==> config.mk <==
export PLATFORM = sky130hd
export DESIGN_NAME = fp_wb_arbiter
export DESIGN_NICKNAME = d
export VERILOG_FILES = /design/src/rtl/fp_wb_arbiter.sv
export SDC_FILE = /design/constraint.sdc
export NUM_CORES = 1
export LEC_CHECK = 0
export CAP_MARGIN = 5
export CORE_MARGIN = 2
export CORE_UTILIZATION = 46
export CTS_CLUSTER_DIAMETER = 30
export CTS_CLUSTER_SIZE = 20
export DETAILED_ROUTE_END_ITERATION = 7
export GPL_TIMING_DRIVEN = 0
export PLACE_DENSITY_LB_ADDON = 0.12
export SLEW_MARGIN = 10
export SYNTH_ARGS = -nofsm -noshare
export SYNTH_HDL_FRONTEND = slang
export SYNTH_SLANG_ARGS = --single-unit
==> constraint.sdc <==
create_clock -name clk -period 8.05 [get_ports clk]
set_input_delay 1.61 -clock clk [delete_from_list [all_inputs] [get_ports clk]]
set_output_delay 1.61 -clock clk [all_outputs]
set_load 0.03 [all_outputs]
==> src/rtl/fp_wb_arbiter.sv <==
// fp_wb_arbiter: collects intermediate FP results from the misc, madd and
// div/sqrt units, grants one source per cycle and queues the granted result
// in a 2-entry FIFO ahead of the shared normalize/round stage. The FIFO head
// is registered, which keeps the unit result muxes off the normalize/round
// timing path.
//
// Optional build macro FP_WB_ARB_RR_EN: replaces the fixed-priority grant
// (highest index wins) with a round-robin grant. A registered last-grant
// index gives the most recently granted source the lowest priority.
//
// Round-robin scan order: the search starts at the index just below the
// last grant and walks downward, wrapping at zero. The last grant resets to
// NUM_SOURCES-1, which places div/sqrt at the bottom of the order until
// some other source has been granted.

module fp_wb_arbiter #(
    parameter int NUM_SOURCES = 3,
    parameter int ID_W        = 2,
    parameter int DATA_W      = 96
) (
    input  logic                          clk,
    input  logic                          rst,
    input  logic [NUM_SOURCES-1:0]        src_done,
    input  logic [NUM_SOURCES*ID_W-1:0]   src_id,
    input  logic [NUM_SOURCES*DATA_W-1:0] src_data,
    output logic [NUM_SOURCES-1:0]        src_ack,
    output logic                          out_valid,
    output logic [ID_W-1:0]               out_id,
    output logic [DATA_W-1:0]             out_data,
    input  logic                          out_ready
);

    localparam int IDX_W = (NUM_SOURCES > 1) ? $clog2(NUM_SOURCES) : 1;

    logic [ID_W-1:0]        fifo_id   [2];
    logic [DATA_W-1:0]      fifo_data [2];
    logic [1:0]             count;
    logic                   wr_ptr;
    logic                   rd_ptr;

    logic                   push_en;
    logic                   push;
    logic                   pop;
    logic [NUM_SOURCES-1:0] grant;
    logic [ID_W-1:0]        sel_id;
    logic [DATA_W-1:0]      sel_data;

    // out_ready is left out on purpose: no combinational path to src_ack.
    // A full FIFO therefore drains one entry before the next push.
    assign push_en = (count != 2'd2) && !rst;
    assign src_ack = push_en ? grant : '0;
    assign push    = |src_ack;
    assign pop     = out_valid && out_ready;

`ifdef FP_WB_ARB_RR_EN

    logic [IDX_W-1:0] last_grant;
    logic [IDX_W-1:0] grant_idx;

    // Round-robin grant: scan downward starting just below the last grant.
    always_comb begin
        logic found;
        int   idx;
        grant = '0;
        found = 1'b0;
        idx   = 0;
        for (int k = 1; k <= NUM_SOURCES; k++) begin
            idx = (int'(last_grant) + NUM_SOURCES - k) % NUM_SOURCES;
            if (!found && src_done[idx]) begin
                grant[idx] = 1'b1;
                found      = 1'b1;
            end
        end
    end

    // Encode the one-hot grant for the last-grant register.
    always_comb begin
        grant_idx = '0;
        for (int i = 0; i < NUM_SOURCES; i++) begin
            if (grant[i]) begin
                grant_idx = IDX_W'(i);
            end
        end
    end

    // Last-grant index moves only when a grant is actually acknowledged.
    always_ff @(posedge clk or posedge rst) begin
        if (rst) begin
            last_grant <= IDX_W'(NUM_SOURCES - 1);
        end else if (push) begin
            last_grant <= grant_idx;
        end
    end

`else

    // Fixed priority: the highest requesting index wins (div/sqrt on top).
    always_comb begin
        grant = '0;
        for (int i = 0; i < NUM_SOURCES; i++) begin
            if (src_done[i]) begin
                grant    = '0;
                grant[i] = 1'b1;
            end
        end
    end

`endif

    // Route the acknowledged source's id and payload to the FIFO write port.
    always_comb begin
        sel_id   = '0;
        sel_data = '0;
        for (int i = 0; i < NUM_SOURCES; i++) begin
            if (src_ack[i]) begin
                sel_id   = src_id[i*ID_W +: ID_W];
                sel_data = src_data[i*DATA_W +: DATA_W];
            end
        end
    end

    // Occupancy and pointers; a push and pop in the same cycle keep count.
    always_ff @(posedge clk or posedge rst) begin
        if (rst) begin
            count  <= 2'd0;
            wr_ptr <= 1'b0;
            rd_ptr <= 1'b0;
        end else begin
            if (push) begin
                wr_ptr <= ~wr_ptr;
            end
            if (pop) begin
                rd_ptr <= ~rd_ptr;
            end
            case ({push, pop})
                2'b10:   count <= count + 2'd1;
                2'b01:   count <= count - 2'd1;
                default: count <= count;
            endcase
        end
    end

    // FIFO storage, cleared on reset so the head reads zero afterwards.
    always_ff @(posedge clk or posedge rst) begin
        if (rst) begin
            fifo_id[0]   <= '0;
            fifo_id[1]   <= '0;
            fifo_data[0] <= '0;
            fifo_data[1] <= '0;
        end else if (push) begin
            fifo_id[wr_ptr]   <= sel_id;
            fifo_data[wr_ptr] <= sel_data;
        end
    end

    // Head of the FIFO drives the outputs directly from registers.
    always_comb begin
        out_valid = (count != 2'd0);
        out_id    = fifo_id[rd_ptr];
        out_data  = fifo_data[rd_ptr];
    end

`ifndef SYNTHESIS
    a_ack_onehot0 : assert property (@(posedge clk) disable iff (rst) $onehot0(src_ack))
        else $error("fp_wb_arbiter: src_ack not onehot0 (%b)", src_ack);
    a_count_max : assert property (@(posedge clk) disable iff (rst) count <= 2'd2)
        else $error("fp_wb_arbiter: count above 2 (%0d)", count);
    a_no_empty_pop : assert property (@(posedge clk) disable iff (rst) !(pop && count == 2'd0))
        else $error("fp_wb_arbiter: pop while empty");
`endif

endmodule

==> results.toml <==
# generated from flow reports
[run_status]
run_status = "finished clean"

[detailed_routing]
drcViolationCount = 0
top_layer = "met4"
m1WireLength_um = 16000
wl_met2_um = 18500
dr.pass1.iters = 5
wirelength_um = 38100
final_antenna_net_count = 0
drtIter0Drc = 593

[synthesis]
ys_warn_count = 0
synth-seq-area-share_pct = 42.9
flop_cell = "dfrtp_1"
avgSynthCellArea_um2 = 11.5
mux_share_pct = 28.4
fp_nets = 1315
yosysUniqueCellTypes = 25
top_cell_area_share_pct = 42.9
synthTopLogicFamily = "multiplexers"
ys_cells = 1014
syn-cell-area_um2 = 11700
synthAdderAreaFrac_pct = 0.107
edf_count = 0
synthAoiAreaFrac_pct = 11.6
synthSimpleGateAreaFrac_pct = 12.5
postSynthCellCount = 1014
yosys.area.top_type = "dfrtp_1"
synthTopCellsByArea = "dfrtp_1, mux2_2, a2111oi_0"

[pwr]
power_leakage_uw = 0.00680
switching_power_uw = 2130
p_per_area_nw_per_um2 = 323
power_frac_clock_pct = 15.8
combPwrFrac_pct = 54.3
pwr-share-seq_pct = 29.9

[final_timing]
slew_headroom_pct = 31.7
worstMarginPinSlew_ns = 1.02
final-setup-viol-count = 0
whs_ns = 0.488
fmax_ghz = 0.164
grt_setup_unrepaired = "false"
hold_violations = 0
slew_viol_final = 0

[cts]
htreeDepth = 4
cts_hold_buf = 0
postCtsSetupBuffers = 0
root_buffer = "clkbuf_16"
cts_made_buffers = 17
clkLatencyLatePin_ns = 0.44
clkTransAtPathRegs_ns = 0.07
cts_resized = 0

[global_routing]
grt_use_total_pct = 28.1
grt_pass1_vias = 10205
overflow = 0
grt_pass1_wl_um = 57300

[critical_path]
crit_arrival_ns = 4.50
path_class = "input port to output port"
endpoint_kind = "output port"
worstPathRequired_ns = 6.44

[die]
die_h_um = 163
core_area_um2 = 25000
die_width_um = 163
io_pins = 402
core_util_floorplan_pct = 46.6

[layout]
logic_area_um2 = 6180
layout-drive-gt1-share_pct = 24.6
fillers = 2004
regArea_um2 = 5000

[placed_design]
port_buffers = 399
gp_congestion = 0.898

[min_path]
min_path_type = "flip-flop to flip-flop"
placed cells by master (no fill, tap or decap), types with 2 or more instances in the layout:
cell type	netlist	routed
buf_4	3	3
dfrtp_1	200	200
nand3b_1	98	98
inv_8	0	5
inv_6	0	3
a2111oi_0	98	98
xnor2_1	3	3
xor2_1	2	2
clkbuf_16	0	17
diode_2	0	4
clkbuf_1	65	66
clkinv_4	0	3
a21oi_1	98	98
nor2b_1	98	98
mux2_1	20	20
buf_6	2	2
buf_2	38	38
nor2_1	3	3
clkdlybuf4s50_1	0	399
mux2_2	274	274
and2_1	2	2
kinds of logic after synthesis:
family,count (synthesis)
xor gates and xnor gates,5
AOI/OAI and AO/OA,196
DFF,200
muxes,294
and+or+nand+nor,209
adders and majority gates,1
buffers and inverters,109
cell usage after synthesis (2+ instances only):
cell / n
mux2_2: 274
dfrtp_1: 200
a2111oi_0: 98
a21oi_1: 98
nand3b_1: 98
nor2b_1: 98
clkbuf_1: 65
buf_2: 38
mux2_1: 20
buf_4: 3
nor2_1: 3
xnor2_1: 3
and2_1: 2
buf_6: 2
xor2_1: 2
critical path, cell delays in order:
cell,delay (ns)
clkdlybuf4s50_1,0.66
clkbuf_1,0.81
clkbuf_1,0.50
nor2_1,0.12
and2_1,0.21
clkdlybuf4s50_1,0.59
flip-flops by register name, summed over array words and instances, names as in the netlist:
signal / cells
count: 2
fifo_data: 192
fifo_id: 4
rd_ptr: 1
wr_ptr: 1
path summary, 6_finish.rpt:
path / startpoint / slack, ns / endpoint / depth (start not counted)
worst max-delay path: rst / 1.94 / src_ack[2] / 6
worst min-delay path: fifo_data[59] / 0.49 / fifo_data[59] / 1
worst max register to register: count[1] / 5.69 / fifo_data[190] / 5
worst min register to register: fifo_data[59] / 0.49 / fifo_data[59] / 1
max in group asynchronous: rst / 4.37 / fifo_data[48] / 5
min in group asynchronous: rst / 2.70 / fifo_data[159] / 4
stage by stage:
stage	instance area (um^2)	std cells	setup WS, ns	utilization, %	total power, uW
6_report	16700	1780	1.94	66.7	5400
5_1_grt	16700	1778	1.78	66.7	5650
3_5_place_dp	16100	1744	1.93	64.3	4560
4_1_cts	16700	1776	1.92	66.7	5430
3_3_place_gp	16100	1743	-2.63	64.2	4510
2_1_floorplan	11700	1014	0.621	-	3430
power groups by stage:
stage          Combinational [uW]  Sequential [uW]  Clock, uW
5_1_grt                      3080             1660        909
4_1_cts                      2950             1610        867
3_5_place_dp                 2930             1630          0
2_1_floorplan                1860             1570          0
6_report                     2930             1610        854
3_3_place_gp                 2910             1610          0
routing by layer:
| layer | vias up | global-route usage (%) |
|---|---|---|
| li1 | 4631 | - |
| met1 | 4931 | 35.7 |
| met2 | 352 | 47.8 |
| met3 | 54 | 6.32 |
| met4 | 0 | 8.21 |
| met5 | - | 0 |
cell type report:
class | count | share of cell area [%]
Tap cell | 330 | 2.47
Inverter | 1 | 0.0674
Multi-Input combinational cell | 705 | 37.0
Clock inverter | 14 | 0.936
Antenna cell | 4 | 0.0599
Buffer | 108 | 2.87
Clock buffer | 18 | 2.57
Timing Repair Buffer | 400 | 24.1
Sequential cell | 200 | 30.0
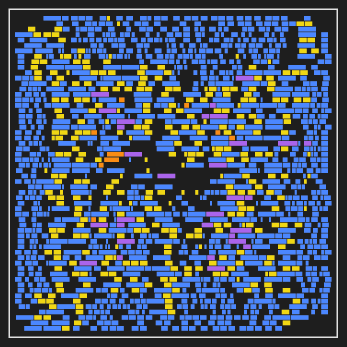
sizes.png
Scale: 2 px per um.
[purple] _6 and larger | cells: 30
[yellow] _2 cells | cells: 316
[blue] _0 and _1 cells | cells: 1091
[orange] _3 and _4 cells | cells: 9
Plain + repair buffers: 508
Final Worst Setup Slack: 1.94 ns
synth-to-layout area growth: 43.2%

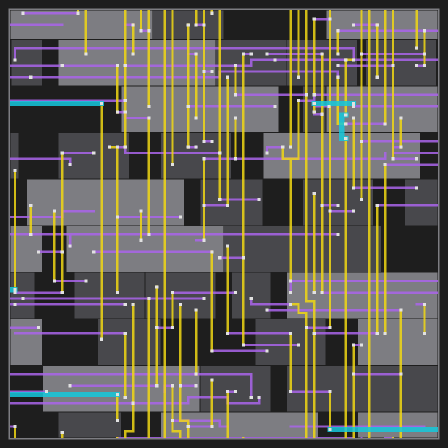
detail.png
Window x 28 to 53, y 110 to 135 um. Cells in grey, sequential cells in the stronger grey; small squares are vias.
[yellow] metal 2
[purple] metal 1
[cyan] metal 3
sequential cells in the window: 13
most frequent: dfrtp_1 (13), mux2_2 (11), clkdlybuf4s50_1 (3)
cells with their middle in the window: 32
netlist names of flops here include: `fifo_data` (12), `count` (1)

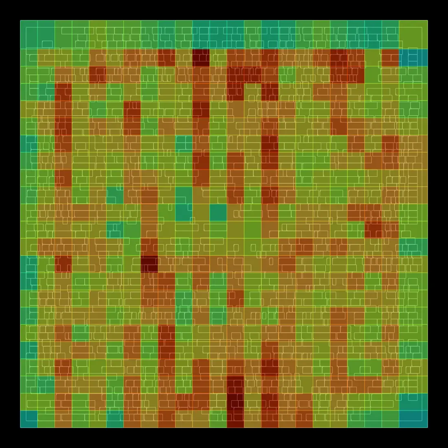
congestion.png
Routed wire per std cell: 21.4 um
M3 GR Usage: 6.32%
met2 Use GR: 47.8%

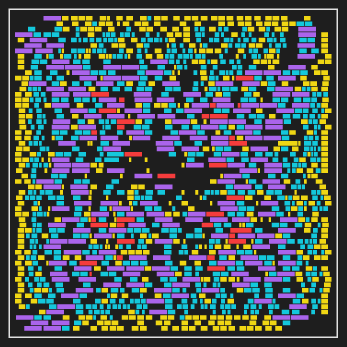
placement_by_type.png
Scale: 2 px per um.
[purple] sequential cells | cells: 200 | share of their area: 31%
[red] clock drivers and dummy loads | cells: 32 | share of their area: 3.6%
[yellow] remaining buffers and delay cells | cells: 508 | share of their area: 28%
[cyan] combinational and other logic | cells: 706 | share of their area: 38%

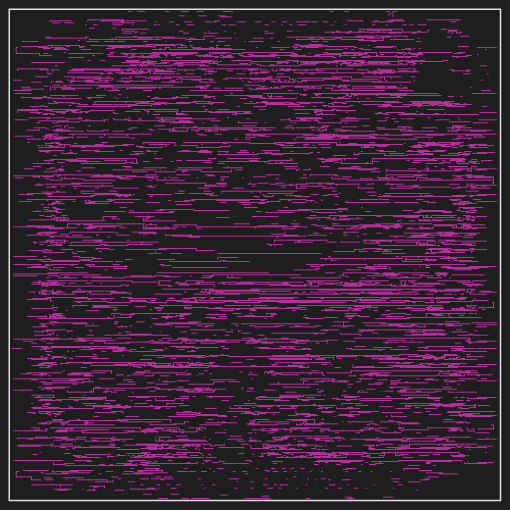
layer_met1.png
Scale: 3 px per um.
longest straight run: 61.6 um
nets with wire on the layer: 1551
main direction: horizontal
share of all routed wire: 42%

Power and IR drop assume default switching activity.
